==> src/rtl/dsp_scan_pkg.sv <==
// Shared FSM encodings, widths and the channel-index width helper for dsp_rate_scanner.
package dsp_scan_pkg;

  localparam logic [2:0] ST_IDLE    = 3'd0;
  localparam logic [2:0] ST_LOAD    = 3'd1;
  localparam logic [2:0] ST_DISCARD = 3'd2;
  localparam logic [2:0] ST_MEASURE = 3'd3;
  localparam logic [2:0] ST_STORE   = 3'd4;

  typedef enum logic [2:0] {
    SCAN_IDLE    = ST_IDLE,
    SCAN_LOAD    = ST_LOAD,
    SCAN_DISCARD = ST_DISCARD,
    SCAN_MEASURE = ST_MEASURE,
    SCAN_STORE   = ST_STORE
  } scan_state_e;

  localparam int IVL_W = 24;
  localparam int RES_W = 25;

  // A 2-channel scanner still needs a 1-bit index.
  function automatic int chw(input int n);
    return (n <= 2) ? 1 : $clog2(n);
  endfunction

endpackage

==> src/rtl/dsp_timed_counter.sv <==
// Counts count_in over back-to-back windows of `interval` clocks (0 = 2^24) and
// publishes each window total with a one-cycle count_out_valid.
module dsp_timed_counter (
  input  logic        clk,
  input  logic        rst_n,
  input  logic        interval_load,
  input  logic [23:0] interval,
  input  logic        count_in,
  output logic [24:0] count_out,
  output logic        count_out_valid
);

  logic        run_q, run_d;
  logic [24:0] len_q, len_d;
  logic [24:0] tmr_q, tmr_d;
  logic [24:0] acc_q, acc_d;
  logic [24:0] out_q, out_d;
  logic        vld_q, vld_d;
  logic [24:0] acc_inc;

  // The load cycle itself is not counted; the first window starts the cycle after.
  always_comb begin
    run_d   = run_q;
    len_d   = len_q;
    tmr_d   = tmr_q;
    acc_d   = acc_q;
    out_d   = out_q;
    vld_d   = 1'b0;
    acc_inc = acc_q + {24'd0, count_in};
    if (interval_load) begin
      run_d = 1'b1;
      len_d = (interval == 24'd0) ? 25'h100_0000 : {1'b0, interval};
      tmr_d = '0;
      acc_d = '0;
    end else if (run_q) begin
      if (tmr_q == len_q - 25'd1) begin
        out_d = acc_inc;
        vld_d = 1'b1;
        tmr_d = '0;
        acc_d = '0;
      end else begin
        tmr_d = tmr_q + 25'd1;
        acc_d = acc_inc;
      end
    end
  end

  always_ff @(posedge clk or negedge rst_n) begin
    if (!rst_n) begin
      run_q <= 1'b0;
      len_q <= 25'h100_0000;
      tmr_q <= '0;
      acc_q <= '0;
      out_q <= '0;
      vld_q <= 1'b0;
    end else begin
      run_q <= run_d;
      len_q <= len_d;
      tmr_q <= tmr_d;
      acc_q <= acc_d;
      out_q <= out_d;
      vld_q <= vld_d;
    end
  end

  assign count_out       = out_q;
  assign count_out_valid = vld_q;

endmodule

==> src/rtl/dsp_rate_scanner.sv <==
// Multi-channel rate scanner: measures each trig_in channel over one timed interval
// in turn. Optional threshold flags build with RATE_SCANNER_THRESH_EN.
module dsp_rate_scanner
  import dsp_scan_pkg::*;
#(
  parameter int          NCHAN         = 8,
  parameter logic [23:0] INTERVAL_INIT = 24'd125000,
  localparam int         CHW           = chw(NCHAN)
) (
  input  logic             clk,
  input  logic             rst_n,
  input  logic [NCHAN-1:0] trig_in,
  input  logic [23:0]      interval_in,
  input  logic             interval_wr,
  input  logic             start,
  input  logic             continuous,
  input  logic             stop,
  output logic             busy,
  output logic             scan_done,
  output logic [CHW-1:0]   cur_chan,
  input  logic [CHW-1:0]   rd_addr,
  output logic [24:0]      rd_data,
`ifdef RATE_SCANNER_THRESH_EN
  input  logic [24:0]      thresh_in,
  output logic [NCHAN-1:0] over_mask,
`endif
  output logic [2:0]       state_dbg
);

  localparam logic [CHW-1:0] LAST_CHAN = CHW'(NCHAN - 1);

  logic [2:0]       state_q, state_d;
  logic [CHW-1:0]   chan_q, chan_d;
  logic             stop_pend_q, stop_pend_d;
  logic [23:0]      ivl_q, ivl_d;
  logic             cin_q, cin_d;
  logic [24:0]      rd_data_q, rd_data_d;
  logic [RES_W-1:0] res_q [NCHAN];
  logic [RES_W-1:0] res_d [NCHAN];
  logic             cnt_load;
  logic [24:0]      cnt_out;
  logic             cnt_vld;

  dsp_timed_counter u_cnt (
    .clk             (clk),
    .rst_n           (rst_n),
    .interval_load   (cnt_load),
    .interval        (ivl_d),
    .count_in        (cin_q),
    .count_out       (cnt_out),
    .count_out_valid (cnt_vld)
  );

  // A write in the same cycle as LOAD is forwarded so the new interval takes effect at once.
  always_comb begin
    state_d     = state_q;
    chan_d      = chan_q;
    stop_pend_d = stop_pend_q;
    ivl_d       = interval_wr ? interval_in : ivl_q;
    cin_d       = trig_in[chan_q];
    res_d       = res_q;
    cnt_load    = 1'b0;
    if (stop && state_q != ST_IDLE) stop_pend_d = 1'b1;
    case (state_q)
      ST_IDLE: if (start) state_d = ST_LOAD;
      ST_LOAD: begin
        cnt_load = 1'b1;
        state_d  = ST_DISCARD;
      end
      ST_DISCARD: begin
        if (interval_wr)  state_d = ST_LOAD;
        else if (cnt_vld) state_d = ST_MEASURE;
      end
      ST_MEASURE: begin
        if (interval_wr) begin
          state_d = ST_LOAD;
        end else if (cnt_vld) begin
          res_d[chan_q] = cnt_out;
          state_d       = ST_STORE;
        end
      end
      ST_STORE: begin
        if (chan_q != LAST_CHAN) begin
          chan_d  = chan_q + CHW'(1);
          state_d = ST_LOAD;
        end else begin
          chan_d  = '0;
          state_d = (continuous && !stop_pend_d) ? ST_LOAD : ST_IDLE;
        end
      end
      default: state_d = ST_IDLE;
    endcase
    if (state_d == ST_IDLE) stop_pend_d = 1'b0;
  end

  always_comb begin
    rd_data_d = '0;
    if (int'(rd_addr) < NCHAN) rd_data_d = res_q[rd_addr];
  end

  always_ff @(posedge clk or negedge rst_n) begin
    if (!rst_n) begin
      state_q     <= ST_IDLE;
      chan_q      <= '0;
      stop_pend_q <= 1'b0;
      ivl_q       <= INTERVAL_INIT;
      cin_q       <= 1'b0;
      rd_data_q   <= '0;
      for (int i = 0; i < NCHAN; i++) res_q[i] <= '0;
    end else begin
      state_q     <= state_d;
      chan_q      <= chan_d;
      stop_pend_q <= stop_pend_d;
      ivl_q       <= ivl_d;
      cin_q       <= cin_d;
      rd_data_q   <= rd_data_d;
      res_q       <= res_d;
    end
  end

`ifdef RATE_SCANNER_THRESH_EN
  logic [NCHAN-1:0] over_q, over_d;

  always_comb begin
    over_d = over_q;
    if (state_q == ST_STORE) over_d[chan_q] = (res_q[chan_q] > thresh_in);
  end

  always_ff @(posedge clk or negedge rst_n) begin
    if (!rst_n) over_q <= '0;
    else        over_q <= over_d;
  end

  assign over_mask = over_q;
`endif

  assign busy      = (state_q != ST_IDLE);
  assign scan_done = (state_q == ST_STORE) && (chan_q == LAST_CHAN);
  assign cur_chan  = chan_q;
  assign rd_data   = rd_data_q;
  assign state_dbg = state_q;

endmodule

==> config.mk <==
export PLATFORM = sky130hd
export DESIGN_NAME = dsp_rate_scanner
export DESIGN_NICKNAME = d
export VERILOG_FILES = /design/src/rtl/dsp_scan_pkg.sv /design/src/rtl/dsp_timed_counter.sv /design/src/rtl/dsp_rate_scanner.sv
export SDC_FILE = /design/constraint.sdc
export NUM_CORES = 1
export LEC_CHECK = 0
export ABC_AREA = 1
export CORE_MARGIN = 5
export CORE_UTILIZATION = 25
export DETAILED_ROUTE_END_ITERATION = 8
export GPL_TIMING_DRIVEN = 0
export PLACE_DENSITY = 0.39
export SKIP_LAST_GASP = 1
export SYNTH_ARGS = -nofsm -noshare
export SYNTH_HDL_FRONTEND = slang
export SYNTH_SLANG_ARGS = --single-unit
==> constraint.sdc <==
create_clock -name clk -period 2.55 [get_ports clk]
set_clock_uncertainty 0.15 [all_clocks]
set_input_delay 0.51 -clock clk [delete_from_list [all_inputs] [get_ports clk]]
set_output_delay 0.51 -clock clk [all_outputs]
set_load 0.03 [all_outputs]
==> results.tsv <==
metric	value	unit
crit path cell chain	inv_2 > ha_4 > nand2_4 > nor2_4 > buf_6 > nand4_1 > nand2_2 > nand2_1 > inv_1 > nand2_1 > nor2_4 > nand3_4 > buf_4 > clkbuf_16 > nand3_1 > nand2_1	
highest cell delay on the worst timing path	0.42	ns
global-route wire length before repair	91500	um
average via count per standard cell	4.664	
antenna diode count	0	
height of the chip	272.7	um
Final HPWL DP	42930	um
net count after synthesis	2230	
final worst path period share	0.9973	
RSZ-0062 raised after global routing	yes	
total CTS buffers	46	
total buffers and inverters traversed by the critical path	5	
number of global-route vias before repair	15229	
run status	complete, no violations	
max_cap viols	0	
gate count after technology mapping	2183	
clock latency of the later-clocked register in the worst-skew pair	0.59	ns
Slowest-stage cell, CP	dfrtp_1	
depth of the CTS H-tree	2	
post-route setup slack	0.006966	ns
Max IR drop VDD	582.3	uV
Comb area	7675	um2
antenna-violating nets left	0	
DP Worst Slack	-0.7004	ns
arrival time reported for the critical path endpoint	2.86	ns
count of endpoints failing setup in the final report	0	
share of layout cells above drive strength 1	0.1168	
power density over the cells	774.8	nW/um2
tally of OpenROAD warnings	28	
kind of critical path	reg2reg	
## layout by cell type, fill, tap and decap left out, types with 7 or more instances in the layout
master	synthesis	layout
a31oi_1	26	26
buf_4	0	21
buf_6	3	16
clkbuf_1	94	100
clkbuf_16	0	51
clkbuf_2	0	7
clkbuf_8	0	9
clkdlybuf4s50_1	0	66
clkinv_2	0	10
dfrtp_1	351	345
dfstp_2	8	8
inv_1	136	133
nand2_1	656	621
nand2_2	2	35
nand3_1	86	59
nand3_2	4	30
nand4_1	49	49
nor2_1	265	245
nor2_2	4	13
nor2_4	7	18
nor3_1	21	11
nor3_2	0	9
nor4_1	8	8
o21ai_0	318	316
o22ai_1	25	25
xnor2_1	17	16
xor2_1	45	45
## metal layers
metal / vias up / share of wire / track usage
li1: 7411 / - / -
met1: 7453 / 0.47 / 0.2170
met2: 276 / 0.47 / 0.2590
met3: 73 / 0.037 / 0.02081
met4: 0 / 0.019 / 0.03642
met5: - / 0 / 0
## cell families (layout without fill, tap and decap cells)
| family | count (synthesis) | count (layout) | synth area share |
|---|---|---|---|
| DFF | 359 | 359 | 0.5214 |
| AOI/OAI and AO/OA | 384 | 384 | 0.1166 |
| adders and majority gates | 6 | 6 | 0.004352 |
| and+or+nand+nor | 1113 | 1113 | 0.2665 |
| xor gates and xnor gates | 63 | 63 | 0.03279 |
| buffers and inverters | 258 | 455 | 0.05825 |
## final timing paths
path,from,to,slack [ns],depth (start not counted)
max in group asynchronous,rst_n,u_cnt.count_out[11],0.40,5
min in group asynchronous,rst_n,rd_data[2],0.31,2
min reg2reg,res_q[104],res_q[104],0.33,2
max,u_cnt.len_q[1],u_cnt.tmr_q[10],0.007,16
max reg2reg,u_cnt.len_q[1],u_cnt.tmr_q[10],0.007,16
min,interval_wr,ivl_q[6],0.19,3
## sequential cells by signal, summed over array words and instances (netlist names), 3 cells and up
register / flops
res_q: 200
ivl_q: 24
u_cnt.tmr_q: 25
u_cnt.acc_q: 25
u_cnt.len_q: 25
state_dbg: 3
u_cnt.count_out: 25
rd_data: 25
cur_chan: 3
## report_power, final
group	total (mW)	switching, mW	internal, mW	leakage [nW]
combinational	3.82	2.48	1.34	4.33
clock	6.49	2.63	3.86	0.740
sequential	6.45	0.412	6.04	4.85
total	16.8	5.52	11.2	9.92
## through the flow
step	total power [mW]	instance area, um2	setup TNS, ns	cells
6_report	16.76	21630	0	3262
5_1_grt	17.75	21630	-9.083	3262
4_1_cts	16.58	20850	-0.1762	3231
3_5_place_dp	9.880	19170	-107.56	3139
3_3_place_gp	9.855	19050	-5830.97	3135
2_1_floorplan	8.704	17250	0	2183
## cell type report
cell class                 count  area share
tap                          882     0.05102
timing repair buffer         113     0.05825
clock buffer                  68     0.06218
clock inverter                16    0.007462
multi-input combinational   1566      0.3548
sequential                   359      0.4161
inverter                     141     0.02453
buffer                       117     0.02562
## worst reg2reg max path, delay by kind of cell, from the launching register on
family	cells	cell delay, ns
fa+ha+maj	1	0.17
buf+inv	5	0.62
flops	1	0.42
simple gates	10	1.10
### Gate-type map

Drawn at 1.5 px/um.
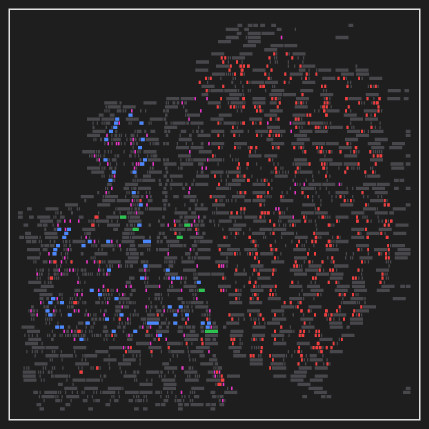
Key: aoi and oai cells = red [cells 383, most used o21ai_0]; fa/ha/maj cells = green [cells 6, most used ha_1, where middle]; xor and xnor cells = blue [cells 63, most used xor2_1]; inv cells = magenta [cells 141, most used inv_1]
share of cell area taken by multi-input logic gates: 0.3548
most frequent logic cell in the layout: nand2_1
non-filler instance count after layout: 3262

### Signal wires on met2

Drawn at 1 px/um. Cells faint in the background.
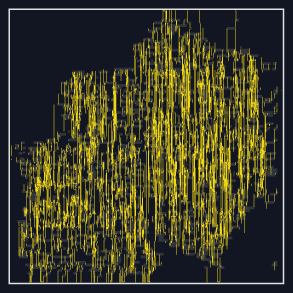
The longest straight run is 95.5 um. 1858 nets have wire on it. The wires run mostly vertical.
number of vias in the routed layout: 15213
M2 GR Usage: 0.2590
total length of routed wires: 59340 um

### Routing congestion map

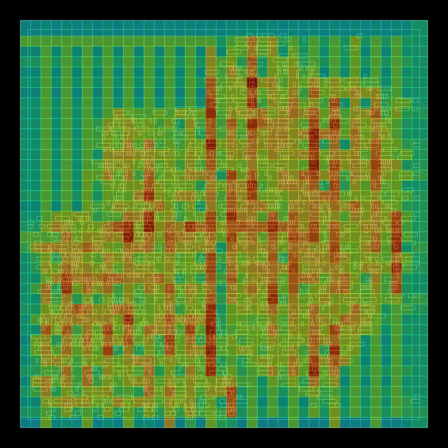
GR met3 Demand/Resource: 0.02081
global routing usage summed across all routing layers: 0.1559
routed len/inst: 18.19 um
share of the core filled with cells in the final layout: 0.3159
fraction of met1 tracks used by global routing: 0.2170

### Register map, names as in the netlist

Drawn at 1.5 px/um.
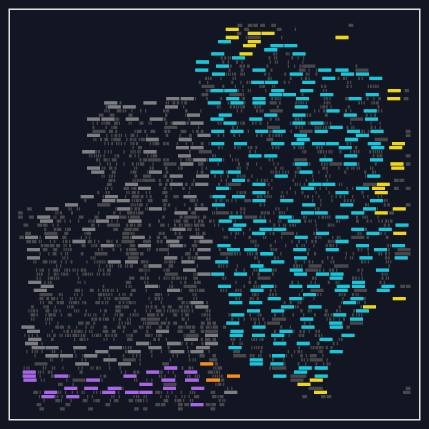
Key: ivl_q = purple [placed flops 24]; res_q = cyan [placed flops 200]; rd_data = yellow [placed flops 25]; state_dbg = orange [placed flops 3]
flop share of the area: 0.4161
Flop+latch power: 6.45 mW
Register Area: 9001 um2

### Close-up of the layout

Region (116, 171) to (156, 211) um. Cells in gray, sequential cells in the stronger gray; small squares are vias.
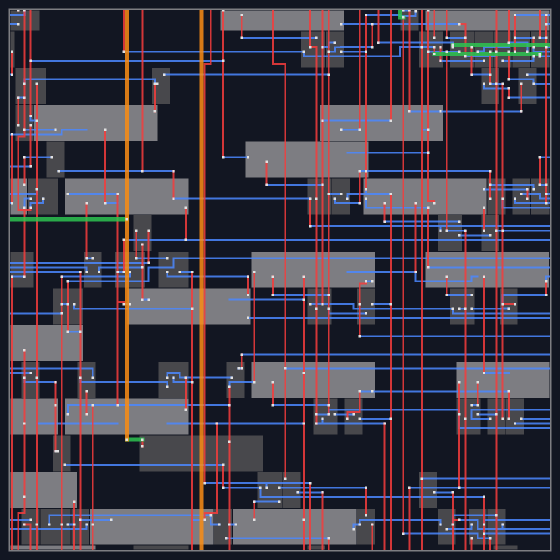
Key: M1 = blue; M2 = red; M3 = green; M4 = orange
72 logic cells have their middle in the window. Sequential cells in the window: 17. Netlist names of flops here include res_q (10), u_cnt.count_out (7). Most frequent: nand2_1 (18), dfrtp_1 (17), o21ai_0 (10).

Power and IR drop assume default switching activity.
